`config.mk`:
```
export PLATFORM = sky130hd
export DESIGN_NAME = lcd_cmd_arbiter
export DESIGN_NICKNAME = d
export VERILOG_FILES = /design/src/rtl/lcd_cmd_arbiter.sv
export SDC_FILE = /design/constraint.sdc
export NUM_CORES = 1
export LEC_CHECK = 0
export CAP_MARGIN = 20
export CORE_ASPECT_RATIO = 2
export CORE_MARGIN = 10
export CORE_UTILIZATION = 35
export DETAILED_ROUTE_END_ITERATION = 10
export PLACE_DENSITY_LB_ADDON = 0.1
export SYNTH_ARGS = -nofsm -noshare
export SYNTH_HDL_FRONTEND = slang
export SYNTH_SLANG_ARGS = --single-unit
```
`constraint.sdc`:
```
create_clock -name clk -period 1.7 [get_ports clk]
set_input_delay 0.425 -clock clk [delete_from_list [all_inputs] [get_ports clk]]
set_output_delay 0.425 -clock clk [all_outputs]
set_load 0.005 [all_outputs]
```
`src/rtl/lcd_cmd_arbiter.sv`:
```
// lcd_cmd_arbiter: shares one LCD character-driver command port between two
// requesters. Round-robin arbitration, single-cycle lcd_enable strobe, busy
// handshake tracking, done/err pulse back to the owning requester.
//
// Handshake contract (both requesters): reqN is a level request; gntN is a
// one-cycle pulse meaning cmdN has been captured and reqN may drop; doneN is
// a one-cycle pulse when the command finished, with err high in that same
// cycle if the driver never raised lcd_busy. To the driver, lcd_enable is a
// one-cycle strobe with lcd_bus valid only in that cycle; lcd_busy rising
// acknowledges it and lcd_busy falling marks completion.
//
// All outputs are registered: each pulse appears in the cycle after the
// state transition that produced it. dbg_state exposes the FSM state with
// the encoding WAIT_START=0, IDLE=1, ISSUE=2, ACK_WAIT=3, EXEC_WAIT=4.
module lcd_cmd_arbiter #(
  parameter int START_CYC = 8,
  parameter int TO_CYC    = 16,
  parameter int CBITS     = 9
) (
  input  logic       clk,
  input  logic       rst,
  input  logic       req0,
  input  logic [9:0] cmd0,
  output logic       gnt0,
  output logic       done0,
  input  logic       req1,
  input  logic [9:0] cmd1,
  output logic       gnt1,
  output logic       done1,
  output logic       err,
  input  logic       lcd_busy,
  output logic       lcd_enable,
  output logic [9:0] lcd_bus,
  output logic       active,
  output logic       owner,
  output logic [2:0] dbg_state
);

  typedef enum logic [2:0] {
    S_WAIT_START = 3'd0,
    S_IDLE       = 3'd1,
    S_ISSUE      = 3'd2,
    S_ACK_WAIT   = 3'd3,
    S_EXEC_WAIT  = 3'd4
  } state_t;

  localparam logic [CBITS-1:0] START_LAST = CBITS'(START_CYC - 1);
  localparam logic [CBITS-1:0] TO_LAST    = CBITS'(TO_CYC - 1);

  state_t           r_state, w_state;
  logic [CBITS-1:0] r_cnt, w_cnt;
  logic             r_rr_last, w_rr_last;
  logic [9:0]       r_cmd, w_cmd;
  logic             r_owner, w_owner;
  logic             r_gnt0, w_gnt0;
  logic             r_gnt1, w_gnt1;
  logic             r_done0, w_done0;
  logic             r_done1, w_done1;
  logic             r_err, w_err;
  logic             r_lcd_enable, w_lcd_enable;
  logic [9:0]       r_lcd_bus, w_lcd_bus;
  logic             r_active, w_active;
  logic             w_winner;

  // State, counter, latched command and all registered outputs; reset
  // aborts any in-flight command and forces the strobe low immediately.
  always_ff @(posedge clk or negedge rst) begin
    if (!rst) begin
      r_state      <= S_WAIT_START;
      r_cnt        <= '0;
      r_rr_last    <= 1'b1;
      r_cmd        <= '0;
      r_owner      <= 1'b0;
      r_gnt0       <= 1'b0;
      r_gnt1       <= 1'b0;
      r_done0      <= 1'b0;
      r_done1      <= 1'b0;
      r_err        <= 1'b0;
      r_lcd_enable <= 1'b0;
      r_lcd_bus    <= '0;
      r_active     <= 1'b0;
    end else begin
      r_state      <= w_state;
      r_cnt        <= w_cnt;
      r_rr_last    <= w_rr_last;
      r_cmd        <= w_cmd;
      r_owner      <= w_owner;
      r_gnt0       <= w_gnt0;
      r_gnt1       <= w_gnt1;
      r_done0      <= w_done0;
      r_done1      <= w_done1;
      r_err        <= w_err;
      r_lcd_enable <= w_lcd_enable;
      r_lcd_bus    <= w_lcd_bus;
      r_active     <= w_active;
    end
  end

  // Next-state logic: arbitration, strobe, ack timeout and completion.
  always_comb begin
    w_state      = r_state;
    w_cnt        = r_cnt;
    w_rr_last    = r_rr_last;
    w_cmd        = r_cmd;
    w_owner      = r_owner;
    w_gnt0       = 1'b0;
    w_gnt1       = 1'b0;
    w_done0      = 1'b0;
    w_done1      = 1'b0;
    w_err        = 1'b0;
    w_lcd_enable = 1'b0;
    w_lcd_bus    = '0;
    // A lone request always wins; a tie goes to whoever did not finish last.
    w_winner     = (req0 && req1) ? ~r_rr_last : req1;

    case (r_state)
      S_WAIT_START: begin
        // Driver busy is not trustworthy yet, so requests are ignored.
        if (r_cnt == START_LAST) begin
          w_cnt   = '0;
          w_state = S_IDLE;
        end else begin
          w_cnt = r_cnt + CBITS'(1);
        end
      end
      S_IDLE: begin
        if (!lcd_busy && (req0 || req1)) begin
          w_cmd   = w_winner ? cmd1 : cmd0;
          w_gnt0  = ~w_winner;
          w_gnt1  = w_winner;
          w_owner = w_winner;
          w_state = S_ISSUE;
        end
      end
      S_ISSUE: begin
        w_lcd_enable = 1'b1;
        w_lcd_bus    = r_cmd;
        w_cnt        = '0;
        w_state      = S_ACK_WAIT;
      end
      S_ACK_WAIT: begin
        if (lcd_busy) begin
          w_state = S_EXEC_WAIT;
        end else if (r_cnt == TO_LAST) begin
          w_done0   = ~r_owner;
          w_done1   = r_owner;
          w_err     = 1'b1;
          w_rr_last = r_owner;
          w_state   = S_IDLE;
        end else begin
          w_cnt = r_cnt + CBITS'(1);
        end
      end
      S_EXEC_WAIT: begin
        // Execute time is bounded by the driver itself; no timeout here.
        if (!lcd_busy) begin
          w_done0   = ~r_owner;
          w_done1   = r_owner;
          w_rr_last = r_owner;
          w_state   = S_IDLE;
        end
      end
      default: begin
        w_cnt   = '0;
        w_state = S_WAIT_START;
      end
    endcase

    w_active = (w_state == S_ISSUE) || (w_state == S_ACK_WAIT) ||
               (w_state == S_EXEC_WAIT);
  end

  assign gnt0       = r_gnt0;
  assign gnt1       = r_gnt1;
  assign done0      = r_done0;
  assign done1      = r_done1;
  assign err        = r_err;
  assign lcd_enable = r_lcd_enable;
  assign lcd_bus    = r_lcd_bus;
  assign active     = r_active;
  assign owner      = r_owner;
  assign dbg_state  = r_state;

endmodule
```
**Run 1: sequential cells coloured by netlist name**

Bar = 20 um.
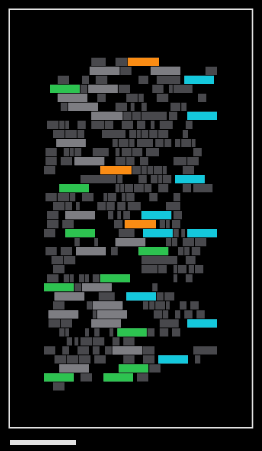
colour	name in the netlist	sequential cells
orange	dbg_state	3
cyan	r_cnt	9
green	lcd_bus	10
seq pwr: 0.00147 W
flip-flop and latch share of the layout cell area: 36.4%
end-of-flow core utilization: 52.2%

**Run 1: clock nets**

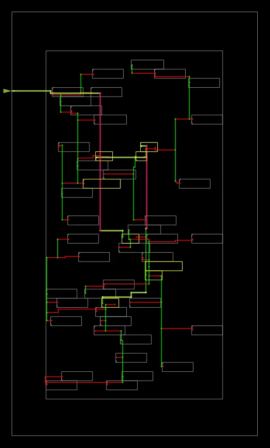
CTS buffer count: 5
layout clock buffer count: 5

==> summary.txt, run 1 <==
Latest figures from synthesis and place and route.

The synthesized-area fraction occupied by and/or/nand/nor cells is 18.5%. In this run the full chip footprint comes out at 9170 um2. In the finished design the tool counted flip-flops and latches totalling 41.

The number of logic gates is 129. The most common cell after layout, fill and taps aside is sky130_fd_sc_hd__clkdlybuf4s50_1. The number of top-level pins is 46. In this run the tools logged warnings totalling 26.

The mapped netlist covers 1960 um2. The largest clock skew in the final design is 5.02 ps. The area fraction of the largest cell type after synthesis is 51.1%. The internal power contribution is 0.00286 W.

The number of pins exceeding their max-slew limit in the final report is 0. TritonCTS built the clock tree. The met1 track utilization from global routing is 11.0%.

The area share of and-or/or-and cells after synthesis is 18.0%. Per the layout report, the design carries 507 filler cells. The inserted tap cell count is 60.

The core utilization before placement is 36.1%. The worst path arrival time is 1200 ps. The fraction of power spent switching nets is 34.0%.

The slack of the critical path is 70.5 ps. The sum of net half-perimeters after detailed placement is 4.18 mm. The clock transition at the registers of the reported paths is 90 ps. The deepest level of the CTS H-tree is 2. The first detailed-routing pass ran for 4 iterations. For the worst reg-to-reg path, the startpoint reported by OpenROAD is dbg_state[1]$_DFF_PN0_. The largest area contributor in the netlist is sky130_fd_sc_hd__dfrtp_1. Per the slew report, the remaining headroom to the max-slew limit stands at 75.1%.

The final layout contains routed wiring with a total length of 5.41 mm. The number of cells in the design after placement is 305. Per the detail_route log, met3 wirelength is 312 um. Yosys attributes the largest share of cell area to sky130_fd_sc_hd__dfrtp_1 (51%), sky130_fd_sc_hd__mux2i_1 (5.1%), sky130_fd_sc_hd__and2_1 (3.5%). The STA report counts the stages on the worst setup path as 1. Together, buffers and inverters on the worst path number 1. The number of nets handed over by synthesis was 211. The layout report gives the multi-input gate share of total cell area as 30.5%. Timing would allow up to 0.614 GHz.

Yosys shows that the main logic family after synthesis is simple AND/OR/NAND/NOR gates. The post-synthesis chip area from yosys is 1960 um2. For reference, the final report shows the hold violation count at 0.

The mean instance size in the synthesized netlist is 10.6 um2. The script parses the final routing iteration and logs DRC violations as 0. The run finished with clean final reports. The number of input and output port buffers inserted is 45. The worst hold margin is 78.3 ps.

The classification of the worst-slack hold path is primary input to asynchronous set/reset pin. Per the OpenROAD floorplan log, the height of the die is 126 um. After the flow finishes, the layout carries non-filler instances totaling 316. The maximum vdd drop is 0.882 mV. The longest incremental delay of any stage on the critical path is reported as 510 ps. For this run, the post-layout net count is 281. CTS reports a maximum clock tree buffer depth of 2. The routed metal-1 wirelength is 1.88 mm. Per the GRT log, the top usage layer is met2. The yosys synthesis warning count is 0. The type of element launching the critical path is a register. The global-route wire length before repair is 8.91 mm.

The post-detailed-route via-to-cell ratio is 5.18. On the critical path, the stage with the largest delay is an instance of sky130_fd_sc_hd__clkdlybuf4s50_1. The global route stage reports its total congestion overflow as 0. The ratio of cells with drive above 1 in the final layout is 20.7%. The setup slack after placement is -133 ps. Max fanout on the critical path was recorded as 2. The cell class ranked first by area is sequential cells.
**Run 1: signal metal coverage by tile**

Bar = 20 um. The die is cut into 15 by 25 equal tiles; dark blue is low, red is high, scaled to the fullest tile. Values are wire area over tile area, all layers added.
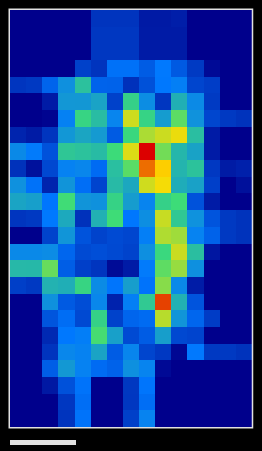
mean over tiles	0.094
tiles over half the peak	7.2%
densest ninth of the die	centre
fullest tile	0.50
overall fraction of global-route tracks in use: 12.2%
routed length per placed instance: 17.1 um
vias: 1,636

[run 1: sequential cells by signal (all words and copies together), names as in the netlist, 3 cells and up]
register	count
r_cnt	9
dbg_state	3
lcd_bus	10
r_cmd	10
[run 1: timing repair]
item	CTS	global route
setup buffers	3	0
resized	6	5
setup endpoints to repair	7	8
[run 1: power groups by stage]
stage / sequential, W / combinational [W] / clock (W)
after floorplan: 0.00150 / 0.000944 / 0
after global placement: 0.00151 / 0.00173 / 0
after detailed placement: 0.00152 / 0.00176 / 0
after CTS: 0.00147 / 0.00188 / 0.000987
after global routing: 0.00151 / 0.00208 / 0.00102
final: 0.00147 / 0.00189 / 0.000968
==> run 2: changes to the inputs <==
- CTS_CLUSTER_SIZE: not set -> 8
- clock period: 1.7 -> 1.55 ns (I/O delays scaled with it)
**Run 2: I/O pins on the die edge**

Bar = 20 um. Pins as bars across the die edge, other pins in grey.
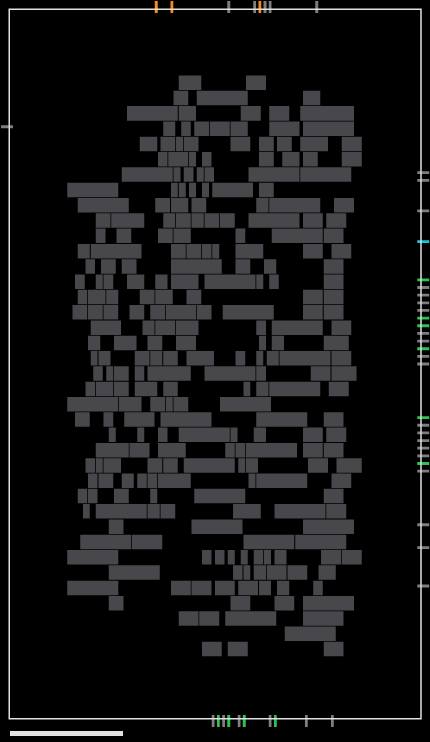
colour	port	pins	direction	edge
cyan	active	1	output	right
green	cmd1	10	input	6 right, 4 bottom
orange	dbg_state	3	output	top
all pins by edge	27 right, 10 bottom, 8 top, 1 left
width of the die: 72.9 um
Port Buffers: 45
die outline height: 126 um

==> summary.txt, run 2 <==
Latest figures from synthesis and place and route.

The flow ran to the end, but the final reports show violations. The final reports fail on negative setup slack. The chip area line in the Yosys stat output reads 1960 um2.

The global-route wire length before repair is 8.25 mm. The netlist area before placement is 1960 um2. The met2 wirelength from detailed routing is 2.83 mm. The placed instances occupy a cell area of 2680 um2. The register area is 1030 um2. The mean instance size in the synthesized netlist is 10.6 um2. Setup repair after global routing could not meet its margin everywhere. The internal portion of the total power is 0.00288 W. The arrival time of data at the worst endpoint is listed as 1820 ps. In the layout the commonest cells are sky130_fd_sc_hd__dfrtp_1 (40), sky130_fd_sc_hd__clkdlybuf4s50_1 (36), sky130_fd_sc_hd__buf_4 (31), sky130_fd_sc_hd__nand2_1 (18), sky130_fd_sc_hd__o21ai_1 (14). CTS built an H-tree with a depth of 2.

In the final layout, the fill cell count is 508. The aggregate global routing overflow is 0. Counting the warning lines in the Yosys log gives 0.

Overall power consumption after layout is estimated at 0.00448 W. The clock passes through at most 2 buffers. The async set or reset register ratio after synthesis is 100%. The reg2reg setup slack is -80 ps.

After detailed routing, the number of remaining DRC violations is 0. Of the post-synthesis cell area, the dominant cell type holds 51.1%. The setup slack after placement is -234 ps. The initialized floorplan defines 38 standard-cell rows. STA classifies the critical path startpoint as a register.

In this run, synthesis inferred 0 flip-flops with an integrated enable. The final layout net count is 288. The net count after synthesis is 211.

The count of nets left with antenna violations once routing finished came out at 0. Entering global routing, the biggest net connects 42 pins. The number of OpenROAD warnings is 29. The cell at the root of the clock tree is sky130_fd_sc_hd__clkbuf_8. The hold buffer count at cts is 0.

The count of clock buffers in the final design is 5. The number of cells reported by Yosys stat comes to 185. The combinational family with the most area after synthesis is simple AND/OR/NAND/NOR gates. The synthesized-area fraction occupied by and/or/nand/nor cells is 18.5%. In the Yosys report, the sequential cells make up 52.4% of the chip area. All stages included, the depth of the critical timing path comes to 6. The number of global-route vias before repair came to 1,774. The number of gates resized after CTS is 13. Per the layout report, the design carries 4 non-clock inverters. In this run the worst path has a maximum fanout of 5. The required time reported for the critical path endpoint is 1730 ps. In the post-route analysis, the smallest setup slack over all paths is -81.0 ps. Among cell families on the critical path, the largest total delay comes from AND-OR/OR-AND gates. The chip area is 9170 um2. The cell class ranked first by area is sequential cells. The startpoint-to-endpoint class of the critical path is register to register.

The main area contributors are sky130_fd_sc_hd__dfrtp_1 (51%), sky130_fd_sc_hd__mux2i_1 (5.1%), sky130_fd_sc_hd__and2_1 (3.5%). STA lists the endpoint of the worst register-to-register path as r_cnt[2]$_DFFE_PN0P_. The relative max-transition margin is 78.1%. Across the run, the number of max-cap violations was 0. According to the report, the first pass of detailed routing completed in 4 iterations. The gate-level netlist out of Yosys references 49 unique cell types. In the routed layout, each cell is associated on average with a via count of 5.16. For this run, the leading register cell type out of synthesis is sky130_fd_sc_hd__dfrtp_1. The number of cell instances on the worst register-to-register path is 6. Synthesis produced 185 cells. The number of buffer and inverter instances along the worst setup path is 2. The overall global routing resource usage is 11.0%. The repair_antennas step left the layout with diodes totalling 0. The launch instance of the worst register-to-register path is dbg_state[0]$_DFF_PN0_. The inserted tap cell count is 60. Registers represent a cell area share of 35.6%. The tightest min-delay check is of the primary input to asynchronous set/reset pin type. Counting tap cells, the placed design contains a total of 309 instances. The largest clock skew in the final design is 6.07 ps. The standard cell with the maximum stage delay on the critical path is sky130_fd_sc_hd__dfrtp_1.

The global router reports that the layer with the highest usage is met2. For this run, combinational gates with multiple inputs come to 129. Per the layout area report, the combinational fraction of cell area is 32.1%. The number of pins exceeding their max-slew limit in the final report is 0.

There are 41 flip-flops and latches. The number of buffers created by CTS is 5. For the worst-skew pair, the clock arrives at the later sink with an insertion delay of 290 ps. Listed in order, past its start point the critical path passes buf_6, or3_4, a31oi_4, buf_6, nor2_4, o311ai_2.

The global placer's final weighted congestion is 0.841. IR analysis of the VDD net gives a maximum drop of 0.815 mV. The buffer count from post-CTS setup fixing is 4.

The count of buffers not belonging to the clock network in the layout is 81. The most critical setup path has its startpoint at dbg_state[0]$_DFF_PN0_. The net switching power figure is 0.00160 W. The minimum clock period after layout is 1630 ps. Once layout is complete, the cells apart from fillers number 323. The xor and xnor area share after synthesis is 0.447%. Combinational logic is responsible for 49.5% of the overall power. OpenROAD reports that the post-layout worst path occupies 105% of the period. Counting instances in the post-synthesis netlist gives the leading cell types as sky130_fd_sc_hd__dfrtp_1 (40), sky130_fd_sc_hd__nand2_1 (18), sky130_fd_sc_hd__o21ai_0 (13). The sequential group share of total power is 35.6%. The largest area contributor in the netlist is sky130_fd_sc_hd__dfrtp_1. The cell seen most often among critical-path stages is sky130_fd_sc_hd__buf_6. The met3 usage in global routing is 2.91%.

Summing all non-filler instances in the final layout gives an area of 2880 um2. The sum of net half-perimeters after detailed placement is 3.93 mm. The clock transition at the registers of the reported paths is 80 ps. The library cell used most frequently in the layout, excluding fill and tap cells, is sky130_fd_sc_hd__dfrtp_1. For reference, full adder, half adder and majority cells occupy 0.639% of the area reported after synthesis. Per the final layout report, the fraction of cells sized above drive strength 1 comes to 25.9%. The detailed router reports a met3 wire length of 309 um. The sort of element at the end of the critical path is a register. In the per-layer breakdown of the detailed-route log, met1 shows 1.90 mm. The highest attainable clock frequency is 0.613 GHz. The worst hold margin is 51.0 ps. The total power density per cell area is 1550 nW/um2. TritonRoute output was used to compute an average wire per cell of 15.7 um. The standby leakage power is 1.33 nW.

The number of top-level pins is 46. The core utilization before placement is 36.1%. The transition time recorded at the tightest slew-check pin is 329 ps. The fraction of power spent switching nets is 35.8%.

Hold-check failures listed in the final report amount to 0. The buffering overhead is 26.1%. The delay of the slowest cell on the worst path is 390 ps. The TritonCTS clock tree is done. Setup violations remaining at the end of the flow were counted as 6. TritonCTS reports the number of clock sinks as 41. The area of the core region is 5420 um2. The synthesis run shows multiplexers occupying 5.68% of the cell area. The area share of and-or/or-and cells after synthesis is 18.0%.

The uppermost layer routed is met4. The post-route utilization of the core is recorded as 53.2%.
**Run 2: the metal 1 layer**

Bar = 20 um.
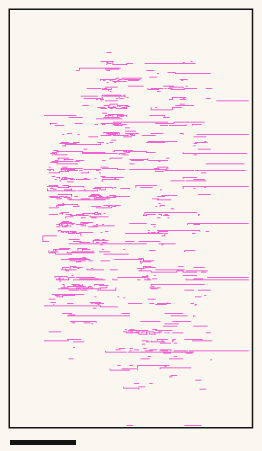
nets with wire on the layer	255
wire length on this layer	1,900 um
share of all routed wire	37%
main direction	horizontal
longest straight run	23.5 um
routing usage on met1: 11.0%
vias: 1,667
detailed-route wire length: 5.07 mm

==> run 2: netlist changes by cell type in the layout (fill, tap and decap cells not counted), sizes merged <==
cell	previous run	this run
clkdlybuf4s50	42	36
dlymetal6s2s	1	3
bufinv	2	0
clkinv	0	2
inv	5	4
buf	30	37
dlygate4sd2	1	5
clkinvlp	0	1
==> run 2: power by group through the flow <==
| stage | Clock [W] | Combinational [W] | Sequential [W] |
|---|---|---|---|
| floorplan | 0 | 0.00107 | 0.00165 |
| global placement | 0 | 0.00197 | 0.00163 |
| detailed placement | 0 | 0.00201 | 0.00164 |
| CTS | 0.000703 | 0.00215 | 0.00159 |
| global route | 0.000732 | 0.00244 | 0.00164 |
| finish | 0.000666 | 0.00222 | 0.00160 |
Power is estimated from default activity; no workload was simulated.
